**src/rtl/multi_cycle_control_unit.sv**
```systemverilog
// Multi-cycle RV32I control unit: Moore FSM driving every datapath enable/select.
// A watchdog halts the core when memory never answers in IF or MEM.
// Optional feature macro: ECALL_HALT_EN (ECALL with halt_cond=1 halts the core from ID).
module multi_cycle_control_unit #(
    parameter int TIMEOUT_CYCLES = 255
) (
    input  logic       clk_i,
    input  logic       reset_i,
    input  logic [6:0] opcode_i,
    input  logic       alu_bcond_i,
    input  logic       mem_ready_i,
    input  logic       halt_cond_i,
    output logic       pc_write_o,
    output logic       pc_source_o,
    output logic       ir_write_o,
    output logic       mdr_write_o,
    output logic       i_or_d_o,
    output logic       mem_read_o,
    output logic       mem_write_o,
    output logic       reg_write_o,
    output logic       mem_to_reg_o,
    output logic       alu_src_a_o,
    output logic [1:0] alu_src_b_o,
    output logic [1:0] alu_op_o,
    output logic       is_halted_o,
    output logic       mem_error_o,
    output logic [2:0] state_o
);

    typedef enum logic [2:0] {
        S_IF       = 3'd0,
        S_ID       = 3'd1,
        S_EX       = 3'd2,
        S_MEM      = 3'd3,
        S_WB       = 3'd4,
        S_BR_TAKEN = 3'd5,
        S_HALT     = 3'd7
    } state_t;

    localparam logic [6:0] OP_R      = 7'b0110011;
    localparam logic [6:0] OP_I      = 7'b0010011;
    localparam logic [6:0] OP_LOAD   = 7'b0000011;
    localparam logic [6:0] OP_STORE  = 7'b0100011;
    localparam logic [6:0] OP_BRANCH = 7'b1100011;
    localparam logic [6:0] OP_JALR   = 7'b1100111;
    localparam logic [6:0] OP_JAL    = 7'b1101111;
`ifdef ECALL_HALT_EN
    localparam logic [6:0] OP_SYSTEM = 7'b1110011;
`endif

    // Counter must hold TIMEOUT_CYCLES-1; firing happens on the cycle it would reach the limit.
    localparam int              CW    = (TIMEOUT_CYCLES > 1) ? $clog2(TIMEOUT_CYCLES + 1) : 1;
    localparam logic [CW-1:0]   LIMIT = CW'(TIMEOUT_CYCLES - 1);

    state_t        state_q, state_d;
    logic [CW-1:0] wait_cnt_q, wait_cnt_d;
    logic          mem_error_q, mem_error_d;

`ifndef ECALL_HALT_EN
    logic unused_halt_cond;
    assign unused_halt_cond = halt_cond_i;
`endif

    // State, watchdog counter and sticky error flag.
    always_ff @(posedge clk_i) begin
        if (reset_i) begin
            state_q     <= S_IF;
            wait_cnt_q  <= '0;
            mem_error_q <= 1'b0;
        end else begin
            state_q     <= state_d;
            wait_cnt_q  <= wait_cnt_d;
            mem_error_q <= mem_error_d;
        end
    end

    // Next state plus watchdog; mem_ready on the limit cycle takes priority over the timeout.
    always_comb begin
        logic waiting;
        logic wd_fire;
        state_d     = state_q;
        mem_error_d = mem_error_q;
        waiting     = (state_q == S_IF) || (state_q == S_MEM);
        wd_fire     = waiting && !mem_ready_i && (wait_cnt_q == LIMIT);
        unique case (state_q)
            S_IF: begin
                if (mem_ready_i) state_d = S_ID;
            end
            S_ID: begin
                unique case (opcode_i)
                    OP_R, OP_I, OP_LOAD, OP_STORE,
                    OP_BRANCH, OP_JALR, OP_JAL: state_d = S_EX;
`ifdef ECALL_HALT_EN
                    OP_SYSTEM: state_d = halt_cond_i ? S_HALT : S_WB;
`endif
                    default:   state_d = S_WB;
                endcase
            end
            S_EX: begin
                unique case (opcode_i)
                    OP_R, OP_I:        state_d = S_WB;
                    OP_LOAD, OP_STORE: state_d = S_MEM;
                    OP_BRANCH:         state_d = alu_bcond_i ? S_BR_TAKEN : S_IF;
                    default:           state_d = S_IF;
                endcase
            end
            S_MEM: begin
                if (mem_ready_i) state_d = (opcode_i == OP_LOAD) ? S_WB : S_IF;
            end
            S_WB, S_BR_TAKEN: state_d = S_IF;
            S_HALT:           state_d = S_HALT;
            default:          state_d = S_IF;
        endcase
        if (wd_fire) begin
            state_d     = S_HALT;
            mem_error_d = 1'b1;
        end
        // Any exit from IF/MEM (including the timeout) leaves the counter cleared for the next entry.
        wait_cnt_d = (waiting && !mem_ready_i && !wd_fire) ? wait_cnt_q + 1'b1 : '0;
    end

    // Moore output decode; everything held low while reset is asserted.
    always_comb begin
        pc_write_o   = 1'b0;
        pc_source_o  = 1'b0;
        ir_write_o   = 1'b0;
        mdr_write_o  = 1'b0;
        i_or_d_o     = 1'b0;
        mem_read_o   = 1'b0;
        mem_write_o  = 1'b0;
        reg_write_o  = 1'b0;
        mem_to_reg_o = 1'b0;
        alu_src_a_o  = 1'b0;
        alu_src_b_o  = 2'b00;
        alu_op_o     = 2'b00;
        is_halted_o  = 1'b0;
        mem_error_o  = 1'b0;
        state_o      = 3'd0;
        if (!reset_i) begin
            state_o     = state_q;
            mem_error_o = mem_error_q;
            unique case (state_q)
                S_IF: begin
                    mem_read_o = 1'b1;
                    ir_write_o = mem_ready_i;
                end
                S_ID: begin
                    alu_src_b_o = 2'b01;
                end
                S_EX: begin
                    unique case (opcode_i)
                        OP_R: begin
                            alu_src_a_o = 1'b1;
                            alu_op_o    = 2'b10;
                        end
                        OP_I: begin
                            alu_src_a_o = 1'b1;
                            alu_src_b_o = 2'b10;
                            alu_op_o    = 2'b10;
                        end
                        OP_LOAD, OP_STORE: begin
                            alu_src_a_o = 1'b1;
                            alu_src_b_o = 2'b10;
                        end
                        OP_BRANCH: begin
                            alu_src_a_o = 1'b1;
                            alu_op_o    = 2'b01;
                            // Not taken: PC <= PC+4 already sitting in ALUOut.
                            if (!alu_bcond_i) begin
                                pc_write_o  = 1'b1;
                                pc_source_o = 1'b1;
                            end
                        end
                        OP_JAL, OP_JALR: begin
                            alu_src_a_o = (opcode_i == OP_JALR);
                            alu_src_b_o = 2'b10;
                            pc_write_o  = 1'b1;
                            reg_write_o = 1'b1;
                        end
                        default: ;
                    endcase
                end
                S_MEM: begin
                    i_or_d_o = 1'b1;
                    if (opcode_i == OP_LOAD) begin
                        mem_read_o  = 1'b1;
                        mdr_write_o = mem_ready_i;
                    end else begin
                        mem_write_o = 1'b1;
                        if (mem_ready_i) begin
                            pc_write_o  = 1'b1;
                            alu_src_b_o = 2'b01;
                        end
                    end
                end
                S_WB: begin
                    pc_write_o  = 1'b1;
                    alu_src_b_o = 2'b01;
                    if (opcode_i == OP_R || opcode_i == OP_I) reg_write_o = 1'b1;
                    if (opcode_i == OP_LOAD) begin
                        reg_write_o  = 1'b1;
                        mem_to_reg_o = 1'b1;
                    end
                end
                S_BR_TAKEN: begin
                    pc_write_o  = 1'b1;
                    alu_src_b_o = 2'b10;
                end
                S_HALT: begin
                    is_halted_o = 1'b1;
                end
                default: ;
            endcase
        end
    end

endmodule

```
**config.mk**
```make
export PLATFORM = sky130hd
export DESIGN_NAME = multi_cycle_control_unit
export DESIGN_NICKNAME = d
export VERILOG_FILES = /design/src/rtl/multi_cycle_control_unit.sv
export SDC_FILE = /design/constraint.sdc
export NUM_CORES = 1
export LEC_CHECK = 0
export CORE_MARGIN = 8
export CORE_UTILIZATION = 33
export DETAILED_ROUTE_END_ITERATION = 8
export HOLD_SLACK_MARGIN = 0.06
export MAX_ROUTING_LAYER = met4
export PLACE_DENSITY = 0.66
export SLEW_MARGIN = 25
export SYNTH_ARGS = -nofsm -noshare
export SYNTH_HDL_FRONTEND = slang
export SYNTH_SLANG_ARGS = --single-unit
```
**constraint.sdc**
```tcl
create_clock -name clk_i -period 1.7 [get_ports clk_i]
set_clock_uncertainty 0.05 [all_clocks]
set_input_delay 0.255 -clock clk_i [delete_from_list [all_inputs] [get_ports clk_i]]
set_output_delay 0.255 -clock clk_i [all_outputs]
set_load 0.1 [all_outputs]
```
Figure 1. Sequential cells grouped by signal name.
Bar = 20 µm. Other sequential cells in the stronger grey, the rest of the logic in the fainter grey.
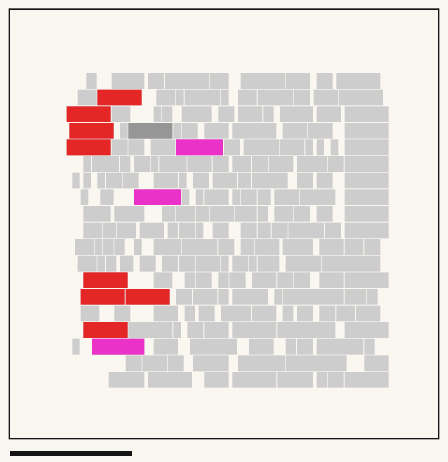
state_q: shown in magenta, flops 3. wait_cnt_q: shown in red, flops 8.
Another 1 sequential cells are not coloured.

Figure 2. Wiring by layer.
Bar = 20 µm.
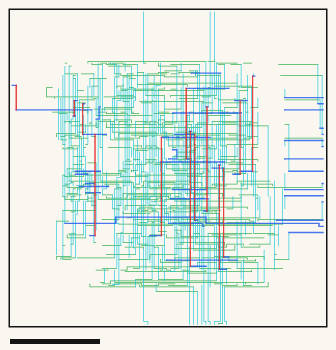
metal 4: shown in red, wire length 228 µm. metal 3: shown in blue, wire length 315 µm. metal 2: shown in cyan, wire length 2390 µm. metal 1: shown in green, wire length 1940 µm.

==> impl_metrics.yaml <==
# physical design summary
run_status:
  status: "finished, violations left"
  failed_checks: "negative setup slack"
yosys:
  logic_family: "simple AND/OR/NAND/NOR gates"
  ys.flop_type: "dfxtp_1"
  ys_warn_count: 0
  yosysCellCount: 132
  mux_share: 0
  top_cells_by_count: "25 x nor2_1, 12 x dfxtp_1, 9 x nor3_1, 7 x nand3_1"
  ys_sh_simple: 0.427
  aoi_share: 0.185
  edf_count: 0
  ys_sh_adder: 0.0259
  synth_nets: 146
  ys_seq_share: 0.249
  ys_area_um2: 966
  synth_flops: 12
  yosysTopAreaCell: "dfxtp_1"
  top_cells_by_area: "dfxtp_1 25%, nor2_1 9.7%, nor3_1 4.7%, xor2_1 4.5%, nand3_1 3.6%"
  yosysUniqueCellTypes: 46
  top_cell: "nor2_1"
  synth_area_per_cell_um2: 7.32
pwr:
  total_power_mw: 1.30
  pg_clk_mw: 0.227
  p_int_mw: 0.750
  switching_power_mw: 0.551
  pwr-share-seq: 0.241
  power_leader: "combinational logic"
  pwr-share-clk: 0.175
  switching_share: 0.423
  p_comb_frac: 0.585
  ir_drop_mv: 0.928
setup_path:
  path_class: "reg -> out"
  critPathTopFamily: "simple AND/OR/NAND/NOR gates"
  crit_path_end: "alu_src_b_o[1]"
  crit_chain: "or3b_4 > nor4_4 > a21oi_2 > o21ai_4 > buf_12"
  end_kind: "output pin"
  cp_max_fo: 5
  reg2regPathDepth: 6
  crit_slowest_cell: "or3b_4"
  path_depth: 5
  r2r_slack_ns: -0.03
  rr_endpoint: "state_q[2]"
  arrival_ns: 1.70
  critPathLaunchType: "flip-flop"
  r2r_start: "state_q[2]"
  crit_start: "state_q[0]"
  slowest_delay_ns: 0.41
finish:
  nets: 227
  layout.nonclk_buf_frac: 0.399
  flop-count: 12
  sh_seq_area: 0.106
  largest_reg_flops: 8
  clockNetworkAreaShare: 0.0156
  seqCellArea_um2: 246
  syn2layout_area_growth_pct: 140
  fin_area_um2: 2320
  logic_gate_count: 108
  antenna_cells: 1
  layoutNonFillerInstCount: 244
  regMostFlops: "wait_cnt_q"
  layout.area.comb_um2: 1050
  nNonClkInverters: 5
  nFillCells: 154
  drive_above_1_share: 0.646
  comb_area_frac: 0.453
  clkbuf_count: 4
  buffers: 83
sta:
  rsz0062_at_grt: "yes"
  final.min_clock_period_ns: 2.01
  tns_ns: -2.44
  finalCritPeriodShare: 1.18
  setup_viol: 17
  slew_headroom: 0.755
  worst_slack_ns: -0.307
clocking:
  path_clk_slew_ns: 0.08
  htreeDepth: 1
  tritoncts: "built"
  ctsLongestPathBuffers: 2
  root_buffer: "clkbuf_4"
  cts.sinks: 12
  numCtsBuffers: 3
place:
  hpwlAfterDp_mm: 2.84
  globalplace.congestion: 0.878
  placed_area_um2: 1970
  post-place-ws_ns: -0.505
  dp.cells: 223
  portBuffers: 29
worst_hold_path:
  holdPathStages: 2
  hp-start: "mem_error_q"
  holdPathEnd: "mem_error_q"
  hold_class: "reg -> reg"
routing:
  viasPerCell: 5.74
  drtIter0Drc: 107
  dr.pass1.iters: 4
  antenna_left: 0
  topRoutingLayerUsed: "met4"
  met1_length_mm: 1.94
  routedWlPerCell_um: 19.9
  drc: 0
  dr_wl_met3_um: 314
  num_vias: 1400
  wl_mm: 4.87
global_route:
  grt_pass1_vias: 1470
  grt_use_met3: 0.0424
  grt_start_max_net_pins: 16
  grt_pass1_wl_mm: 7.49
  grt-ovfl-total: 0
  grtUsageMet2: 0.310
  antenna_found_initial: 1
  busiest_layer: "met2"
  met1_usage: 0.210
floorplanning:
  core_area_um2: 2780
  taps: 31
  pin_count: 31
  fp_util: 0.347
  fp.dieW_um: 70.1
  num_rows: 19
  dieHeight_um: 70.1
flow_run:
  cap_violations: 0
  warning_count: 32
==> timing repair <==
item | 4_1_cts | 5_1_grt
cloned | 0 | 0
gates resized | 64 | 16
setup endpoints to repair | 17 | 27
setup buffers | 15 | 2
hold buffers | 0 | 0
pin swaps | 17 | 13
==> placed cells by master (no fill, tap or decap), types with 5 or more instances in the layout <==
cell,Yosys,routed
nand3_1,7,6
nor3_4,0,7
buf_12,0,19
buf_4,0,36
nand2_1,6,6
dfxtp_1,12,9
nor2_4,0,8
nor2_1,25,16
xor2_1,5,5
buf_6,1,18
==> stage by stage <==
step                      hold WS [ns]   util
after global routing             0.445  0.834
final                            0.424  0.834
after detailed placement         0.407  0.707
after CTS                        0.424  0.813
after floorplan                  0.379      -
after global placement           0.394  0.707
No activity file was given, so power comes from the tool's default toggle rates.
